Fig. 1: run 1, gate-type map
Bar = 50 µm.
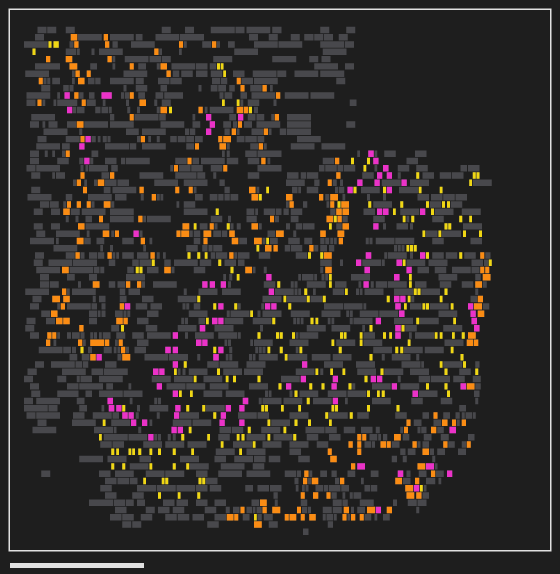
Fig. 2: run 1, routed clock nets over the placement
Bar = 50 µm.
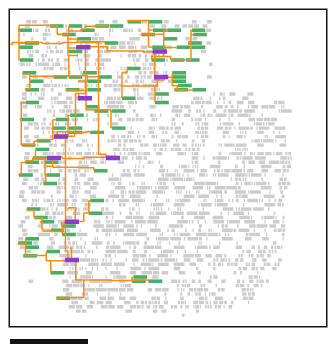
Fig. 3: run 1, supply network
Pins as bars on the die edge. Tap cells in grey.
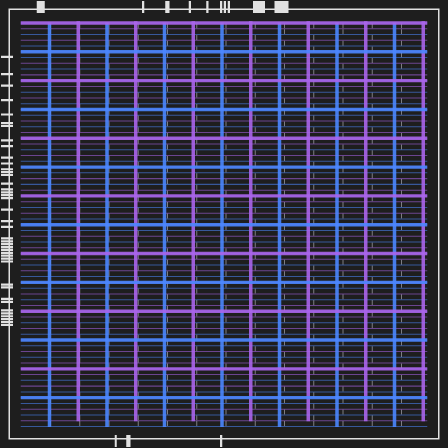
Fig. 4: run 1, placement by cell class
Bar = 50 µm.
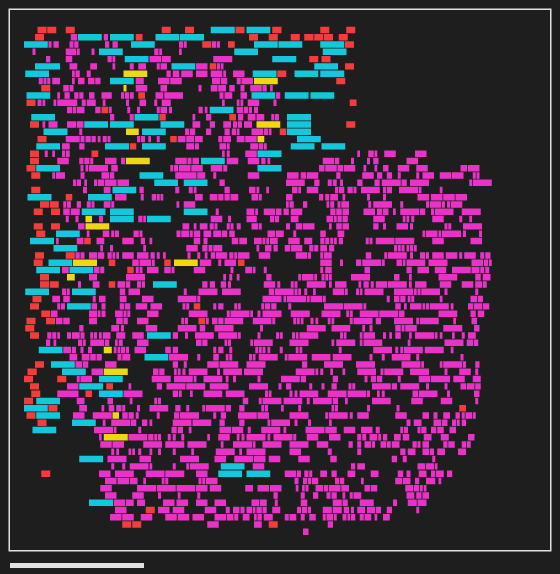
File: src/rtl/calc_pkg.sv
`default_nettype none
// ============================================================================
// Module      : calc_pkg
// Description : Key codes, ALU op codes and sequencer states for the calculator.
// Revision    : 1.0 - initial release
// ============================================================================
package calc_pkg;

    localparam int CALC_ERR_CODE  = 9999;
    localparam int CALC_MAX_VALUE = 9999;

    localparam logic [3:0] KEY_ADD  = 4'd10;
    localparam logic [3:0] KEY_SUB  = 4'd11;
    localparam logic [3:0] KEY_MULT = 4'd12;
    localparam logic [3:0] KEY_DIV  = 4'd13;
    localparam logic [3:0] KEY_EQ   = 4'd14;
    localparam logic [3:0] KEY_CLR  = 4'd15;

    localparam logic [1:0] OP_ADD  = 2'd0;
    localparam logic [1:0] OP_SUB  = 2'd1;
    localparam logic [1:0] OP_MULT = 2'd2;
    localparam logic [1:0] OP_DIV  = 2'd3;

    typedef enum logic [2:0] {
        S_A    = 3'd0,
        S_OP   = 3'd1,
        S_B    = 3'd2,
        S_EXEC = 3'd3,
        S_WAIT = 3'd4,
        S_RES  = 3'd5,
        S_ERR  = 3'd6
    } state_t;

    function automatic logic is_digit(input logic [3:0] key);
        return key <= 4'd9;
    endfunction

    function automatic logic is_op(input logic [3:0] key);
        return (key >= KEY_ADD) && (key <= KEY_DIV);
    endfunction

    // Operator keys are contiguous and ordered like the ALU op codes.
    function automatic logic [1:0] key_to_op(input logic [3:0] key);
        logic [3:0] t;
        t = key - KEY_ADD;
        return t[1:0];
    endfunction

endpackage
`default_nettype wire

File: src/rtl/calc_operand_acc.sv
`default_nettype none
// ============================================================================
// Module      : calc_operand_acc
// Description : Decimal operand accumulator with digit counter and digit limit.
// Revision    : 1.0 - initial release
// ============================================================================
module calc_operand_acc #(
    parameter int DATA_W     = 14,
    parameter int MAX_DIGITS = 4
) (
    input  logic              clk,
    input  logic              rst,
    input  logic              clr,
    input  logic              load_digit,
    input  logic              append,
    input  logic              load_value,
    input  logic [3:0]        digit,
    input  logic [DATA_W-1:0] value_in,
    output logic [DATA_W-1:0] value
);

    localparam int                 c_CNT_W   = $clog2(MAX_DIGITS + 1);
    localparam int                 c_TEN_INT = 10;
    localparam logic [c_CNT_W-1:0] c_MAX_CNT = MAX_DIGITS[c_CNT_W-1:0];
    localparam logic [DATA_W-1:0]  c_TEN     = c_TEN_INT[DATA_W-1:0];

    logic [DATA_W-1:0]  r_value;
    logic [c_CNT_W-1:0] r_count;
    logic [DATA_W-1:0]  w_append;

    // The digit limit keeps acc*10+d within range, so truncation never drops bits.
    assign w_append = (r_value * c_TEN) + {{(DATA_W-4){1'b0}}, digit};

    always_ff @(posedge clk or posedge rst) begin
        if (rst) begin
            r_value <= '0;
            r_count <= '0;
        end else if (clr) begin
            r_value <= '0;
            r_count <= '0;
        end else if (load_value) begin
            r_value <= value_in;
            r_count <= c_MAX_CNT;
        end else if (load_digit) begin
            r_value <= {{(DATA_W-4){1'b0}}, digit};
            r_count <= {{(c_CNT_W-1){1'b0}}, 1'b1};
        end else if (append && (r_count < c_MAX_CNT)) begin
            r_value <= w_append;
            r_count <= r_count + 1'b1;
        end
    end

    assign value = r_value;

endmodule
`default_nettype wire

File: src/rtl/calc_sequencer.sv
`default_nettype none
// ============================================================================
// Module      : calc_sequencer
// Description : Keypad-driven sequencer for the shared calculator ALU.
// Revision    : 1.0 - initial release
// ============================================================================
module calc_sequencer
    import calc_pkg::*;
#(
    parameter int DATA_W     = 14,
    parameter int MAX_DIGITS = 4,
    parameter int ERR_CODE   = CALC_ERR_CODE
) (
    input  logic              clk,
    input  logic              rst,
    input  logic              key_valid,
    input  logic [3:0]        key_code,
    output logic              key_ready,
    input  logic [DATA_W-1:0] alu_result,
    output logic [1:0]        operation_val,
    output logic              op_enable,
    output logic              eq_enable,
    output logic [DATA_W-1:0] operator1,
    output logic [DATA_W-1:0] operator2,
    output logic [DATA_W-1:0] display_value,
    output logic              error,
    output logic              busy
);

    localparam logic [DATA_W:0]     c_MAX_SUM   = CALC_MAX_VALUE[DATA_W:0];
    localparam logic [2*DATA_W-1:0] c_MAX_PROD  = CALC_MAX_VALUE[2*DATA_W-1:0];
    localparam logic [DATA_W-1:0]   c_ERR_VALUE = ERR_CODE[DATA_W-1:0];

    state_t            r_state;
    logic [1:0]        r_op;
    logic [1:0]        r_next_op;
    logic              r_chain;
    logic              r_key_ready;
    logic              r_op_enable;
    logic              r_eq_enable;
    logic              r_error;
    logic [DATA_W-1:0] r_operator1;
    logic [DATA_W-1:0] r_operator2;
    logic [DATA_W-1:0] r_display;

    logic                w_accept;
    logic                w_is_digit;
    logic                w_is_op;
    logic                w_is_eq;
    logic                w_is_clr;
    logic                w_ok;
    logic [DATA_W-1:0]   w_acc_a;
    logic [DATA_W-1:0]   w_acc_b;
    logic [DATA_W:0]     w_sum;
    logic [2*DATA_W-1:0] w_prod;

    assign w_accept   = key_valid && r_key_ready;
    assign w_is_digit = is_digit(key_code);
    assign w_is_op    = is_op(key_code);
    assign w_is_eq    = (key_code == KEY_EQ);
    assign w_is_clr   = (key_code == KEY_CLR);

    calc_operand_acc #(
        .DATA_W     (DATA_W),
        .MAX_DIGITS (MAX_DIGITS)
    ) u_acc_a (
        .clk        (clk),
        .rst        (rst),
        .clr        (w_accept && w_is_clr),
        .load_digit (w_accept && w_is_digit && (r_state == S_RES)),
        .append     (w_accept && w_is_digit && (r_state == S_A)),
        .load_value (r_state == S_WAIT),
        .digit      (key_code),
        .value_in   (alu_result),
        .value      (w_acc_a)
    );

    calc_operand_acc #(
        .DATA_W     (DATA_W),
        .MAX_DIGITS (MAX_DIGITS)
    ) u_acc_b (
        .clk        (clk),
        .rst        (rst),
        .clr        ((w_accept && w_is_clr) || (r_state == S_WAIT)),
        .load_digit (w_accept && w_is_digit && (r_state == S_OP)),
        .append     (w_accept && w_is_digit && (r_state == S_B)),
        .load_value (1'b0),
        .digit      (key_code),
        .value_in   ('0),
        .value      (w_acc_b)
    );

    // Operands are final when the launching key is accepted, so the check is
    // made then and carried into S_EXEC through r_op_enable.
    assign w_sum  = {1'b0, w_acc_a} + {1'b0, w_acc_b};
    assign w_prod = {{DATA_W{1'b0}}, w_acc_a} * {{DATA_W{1'b0}}, w_acc_b};

    always_comb begin
        w_ok = 1'b0;
        case (r_op)
            OP_ADD:  w_ok = (w_sum <= c_MAX_SUM);
            OP_SUB:  w_ok = (w_acc_a >= w_acc_b);
            OP_MULT: w_ok = (w_prod <= c_MAX_PROD);
            default: w_ok = (w_acc_b != '0);
        endcase
    end

    always_ff @(posedge clk or posedge rst) begin
        if (rst) begin
            r_state     <= S_A;
            r_op        <= OP_ADD;
            r_next_op   <= OP_ADD;
            r_chain     <= 1'b0;
            r_key_ready <= 1'b1;
            r_op_enable <= 1'b0;
            r_eq_enable <= 1'b0;
            r_error     <= 1'b0;
            r_operator1 <= '0;
            r_operator2 <= '0;
            r_display   <= '0;
        end else begin
            r_op_enable <= 1'b0;
            r_eq_enable <= 1'b0;
            r_operator1 <= w_acc_a;
            r_operator2 <= w_acc_b;
            case (r_state)
                S_B:     r_display <= w_acc_b;
                S_ERR:   r_display <= c_ERR_VALUE;
                default: r_display <= w_acc_a;
            endcase

            if (w_accept && w_is_clr) begin
                r_state   <= S_A;
                r_op      <= OP_ADD;
                r_next_op <= OP_ADD;
                r_chain   <= 1'b0;
                r_error   <= 1'b0;
            end else begin
                case (r_state)
                    S_A: begin
                        if (w_accept && w_is_op) begin
                            r_op    <= key_to_op(key_code);
                            r_state <= S_OP;
                        end
                    end
                    S_OP: begin
                        if (w_accept && w_is_op) begin
                            r_op <= key_to_op(key_code);
                        end else if (w_accept && w_is_digit) begin
                            r_state <= S_B;
                        end
                    end
                    S_B: begin
                        if (w_accept && (w_is_eq || w_is_op)) begin
                            r_chain     <= w_is_op;
                            r_next_op   <= key_to_op(key_code);
                            r_op_enable <= w_ok;
                            r_eq_enable <= w_ok && w_is_eq;
                            r_key_ready <= 1'b0;
                            r_state     <= S_EXEC;
                        end
                    end
                    S_EXEC: begin
                        if (r_op_enable) begin
                            r_state <= S_WAIT;
                        end else begin
                            r_state     <= S_ERR;
                            r_error     <= 1'b1;
                            r_key_ready <= 1'b1;
                        end
                    end
                    S_WAIT: begin
                        r_key_ready <= 1'b1;
                        if (r_chain) begin
                            r_op    <= r_next_op;
                            r_state <= S_OP;
                        end else begin
                            r_state <= S_RES;
                        end
                    end
                    S_RES: begin
                        if (w_accept && w_is_op) begin
                            r_op    <= key_to_op(key_code);
                            r_state <= S_OP;
                        end else if (w_accept && w_is_digit) begin
                            r_state <= S_A;
                        end
                    end
                    default: begin
                    end
                endcase
            end
        end
    end

    assign key_ready     = r_key_ready;
    assign busy          = ~r_key_ready;
    assign op_enable     = r_op_enable;
    assign eq_enable     = r_eq_enable;
    assign operation_val = r_op;
    assign operator1     = r_operator1;
    assign operator2     = r_operator2;
    assign display_value = r_display;
    assign error         = r_error;

endmodule
`default_nettype wire

File: config.mk
export PLATFORM = sky130hd
export DESIGN_NAME = calc_sequencer
export DESIGN_NICKNAME = d
export VERILOG_FILES = /design/src/rtl/calc_pkg.sv /design/src/rtl/calc_operand_acc.sv /design/src/rtl/calc_sequencer.sv
export SDC_FILE = /design/constraint.sdc
export NUM_CORES = 1
export LEC_CHECK = 0
export ABC_AREA = 0
export CORE_MARGIN = 5
export CORE_UTILIZATION = 35
export CTS_CLUSTER_DIAMETER = 100
export CTS_CLUSTER_SIZE = 14
export DETAILED_ROUTE_END_ITERATION = 16
export PLACE_DENSITY_LB_ADDON = 0.15
export SYNTH_ARGS = -nofsm -noshare
export SYNTH_HDL_FRONTEND = slang
export SYNTH_SLANG_ARGS = --single-unit
export TNS_END_PERCENT = 30
File: constraint.sdc
create_clock -name clk -period 8.5 [get_ports clk]
set_input_delay 2.55 -clock clk [delete_from_list [all_inputs] [get_ports clk]]
set_output_delay 2.55 -clock clk [all_outputs]
set_load 0.02 [all_outputs]
==> results.txt, run 1 <==
Results of the flow run.

Counting buffers and inverters, the worst setup path is 22 cells deep. The endpoint of the worst hold path is reported as r_next_op[1]. The via count of the first global-routing pass is 10500. The synthesis report names the predominant flop master as sky130_fd_sc_hd__dfrtp_1. In the power breakdown, the biggest contributor is combinational logic. The layer flagged by global routing as most heavily used is met2.

STA classifies the critical path endpoint as a flip-flop. The data required time at the worst endpoint stands at 8.78 ns. In the synthesis report, Yosys lists the chip area as 12900 µm². The final-layout clock-cell area share stands at 1.96%.

The number of buffers added for setup after CTS stands at 0. The mapped cell area stands at 12900 µm². The clock edge transition at the registers on the reported setup and hold paths stands at 0.07 ns. The number of warnings reported in the yosys synthesis log stands at 0. Tracing the worst setup path back leads to its startpoint at u_acc_b.value[7]. Multi-input combinational cells in the finished layout were counted as 1109. The run finished with clean final reports. The amount of wire on met2 after detailed routing stands at 17300 µm. TritonCTS built the clock tree. The number of buffer and inverter stages on the critical path stands at 4. Among all cell classes, the greatest summed area belongs to logic gates. The run reported a max-capacitance violation count of 0. The count of antenna-violating nets left after detailed routing stands at 0. The count of endpoints failing setup in the final report stands at 0. The region available for standard cell placement spans 36500 µm². Yosys instantiated no cell more often than sky130_fd_sc_hd__inv_1.

The wire length of the first global-routing pass stands at 59700 µm. Sorting the synthesized cells by area gives the leading types as sky130_fd_sc_hd__fa_1 (23%), sky130_fd_sc_hd__dfrtp_1 (17%), sky130_fd_sc_hd__ha_1 (16%). The fraction of the core area covered by cells at the end of the flow stands at 39.4%.

The longest incremental delay of any stage on the critical path is reported as 0.84 ns. The number of instances in the placed design stands at 1972. The worst-case IR drop observed on VDD is 0.189 mV.

The number of cells on the worst reg-to-reg path is 22. Signal nets in the final route climb as high as met4. For this design, Yosys synthesis ends with a cell count of 1473. Total power normalized to cell area comes to 254 nW/µm². Per the OpenROAD floorplan log, the area of the die is 40800 µm².

Once routing completed, OpenROAD measured the worst setup slack at 1.33 ns. The flow inserted 468 tap cells. The net count of the finished layout stands at 1848. Counting only logic cells after layout, the most numerous master is sky130_fd_sc_hd__inv_1. In this run, the combinational gates consume 66.1% of the power. The final hold violation count stands at 0. The data arrival time of the critical path stands at 7.45 ns. The total power stands at 3.66 mW. The first detailed-routing pass ran for 5 iterations.
Back to the opening pictures, Fig. 1:
| colour | family | cells |
|---|---|---|
| magenta | AND and OR gates | 105 |
| yellow | inverters | 214 |
| orange | inverting AOI/OAI gates | 203 |

Back to the opening pictures, Fig. 2:
[orange] clock wires | length: 1420 µm
[purple] clock drivers | count: 9
[green] flip-flops | count: 88
routed clock nets: 10
clock latency at the later pin of the worst-skew pair: 0.36 ns
clock network power: 0.393 mW
Clk pwr share: 10.7%
setup clock skew after layout: 0.00916 ns

Back to the opening pictures, Fig. 3:
| colour | net |
|---|---|
| purple | VDD |
| blue | VSS |
tap cells: 468
met4 straps: 14
signal pins: 70
rows: 70

Back to the opening pictures, Fig. 4:
| colour | class | cells | share of their area |
|---|---|---|---|
| red | other buffers and delay cells | 93 | 6.3% |
| yellow | clock drivers and dummy loads | 16 | 2.0% |
| magenta | combinational and other logic | 1323 | 76% |
| cyan | flops | 88 | 16% |

-- run 1: state kept, by name (all words and copies together) (netlist names) --
name,cells
display_value,14
u_acc_b.value,14
operator2,14
r_chain,1
r_next_op,2
op_enable,1
operator1,14
u_acc_a.r_count,3
key_ready,1
u_acc_b.r_count,3
u_acc_a.value,14
operation_val,2
error,1
r_state,3
eq_enable,1
-- run 1: kinds of logic after synthesis --
group / after synthesis / share of synthesized area [%]
flops: 88 / 17.1
mux: 12 / 0.941
compound gates: 250 / 12.6
fa+ha+maj: 312 / 38.8
buf+inv: 276 / 8.10
xor+xnor: 60 / 4.29
simple gates: 475 / 18.2
Fig. 5: run 1, clock wiring as the flow saved it
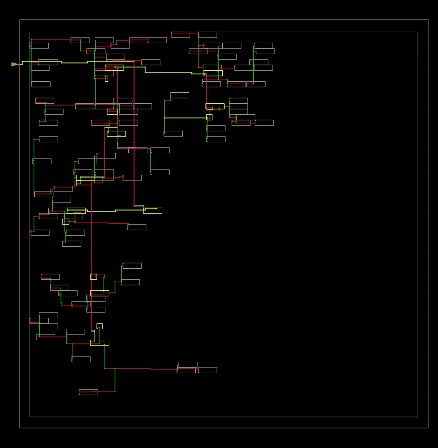

## Run 2: what changed since run 1
==> constraint.sdc (replaced) <==
create_clock -name clk -period 6 [get_ports clk]
set_input_delay 1.8 -clock clk [delete_from_list [all_inputs] [get_ports clk]]
set_output_delay 1.8 -clock clk [all_outputs]
set_load 0.02 [all_outputs]
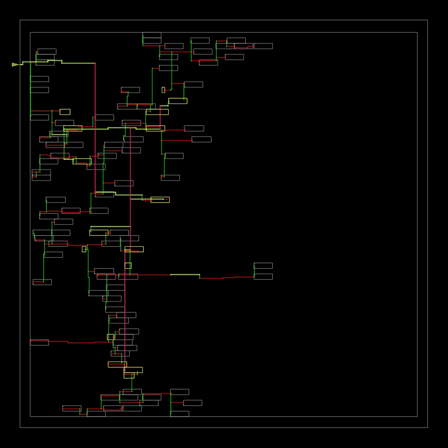
Fig. 6. Clock wiring as the flow saved it (run 2).
clock network power: 0.598 mW
Seq cells: 88
setup clock skew after layout: 0.0101 ns
clock latency at the later pin of the worst-skew pair: 0.35 ns

==> results.txt, run 2 <==
Results of the flow run.

Among all cell types in the netlist, the one instantiated most often is sky130_fd_sc_hd__inv_1. For reference, compound AND-OR and OR-AND cells occupy 12.6% of the area reported after synthesis. The share of synthesized cell area in and, or, nand and nor gates stands at 18.2%. The worst register-to-register path has a depth of 25. The number of buffer and inverter stages on the critical path stands at 8. Yosys stat counts 1473 cells in the synthesized netlist.

The total power stands at 5.80 mW. STA classifies the critical path endpoint as a flip-flop. The number of instances in the placed design stands at 2135. Per the final timing report, the hold violations number 0. The via total after detailed routing stands at 10800. After synthesis, the largest family of logic cells by area is adder cells. The count of antenna-violating nets left after detailed routing stands at 0. The required time at the worst endpoint is listed as 6.22 ns. The post-route utilization of the core is recorded as 43.9%.

The wire length of the first global-routing pass stands at 63000 µm. The power density relative to cell area stands at 362 nW/µm². The net count of the finished layout stands at 2018. After synthesis, the share of cell area in mux cells is 0.941%. Among logic cells in the layout, the one with the most instances is sky130_fd_sc_hd__inv_1.

The final reports fail on negative setup slack. The data arrival time of the critical path stands at 6.51 ns. The global routing stage identified its most utilized layer as met2. The final timing report counts setup violations totalling 2. The flow ran to the end, but the final reports show violations. The flip-flop and latch area stands at 2220 µm². Among all stages on the critical path, the maximum delay recorded is 0.56 ns.

The number of warnings reported in the yosys synthesis log stands at 0. The critical path depth stands at 25. The slew at the pin with the worst max-slew slack stands at 1.10 ns. The number of buffers added for setup after CTS stands at 7.

The cell-mix breakdown from Yosys lists the XOR/XNOR area share as 4.29%. The path with the worst hold slack has its endpoint at u_acc_b.r_count[1]. Setup slack on the critical path of the routed design comes to -0.287 ns. The via count of the first global-routing pass came to 11600. TritonCTS built the clock tree. The floorplan step defined a die boundary enclosing 40800 µm².

The iteration tally of the first detailed-router pass stands at 5. For reference, the critical path is launched at u_acc_a.value[6]. After detailed routing, no signal wire sits above met4. The placeable core region stands at 36500 µm². The mapped netlist covers 12900 µm².

The clock edge transition at the registers on the reported setup and hold paths stands at 0.07 ns. Global routing consumed, over all layers together, 19.2% of the routing resources.
==> run 2: cell types whose count changed in the layout (fill, tap and decap cells not counted), sizes merged <==
cell / previous run / this run
buf: 24 / 194
clkinv: 0 / 3
clkbuf: 11 / 12
inv: 216 / 214
bufinv: 0 / 1
clkinvlp: 3 / 0
==> run 2: area by class of cell <==
cell class,instances,share of cell area [%]
inverters,214,5.03
clock buffers,12,1.60
repair buffers,263,13.7
clock inverters,4,0.328
multi-input cells,1109,61.9
flip-flops and latches,88,13.9
well taps,468,3.66
==> run 2: where the power goes <==
| group | internal [mW] | total [mW] | switching, mW |
|---|---|---|---|
| Combinational | 1.82 | 4.14 | 2.32 |
| Clock | 0.347 | 0.598 | 0.251 |
| Sequential | 0.805 | 1.06 | 0.255 |
Power figures rest on the tool's default switching activity, not on a simulated workload.
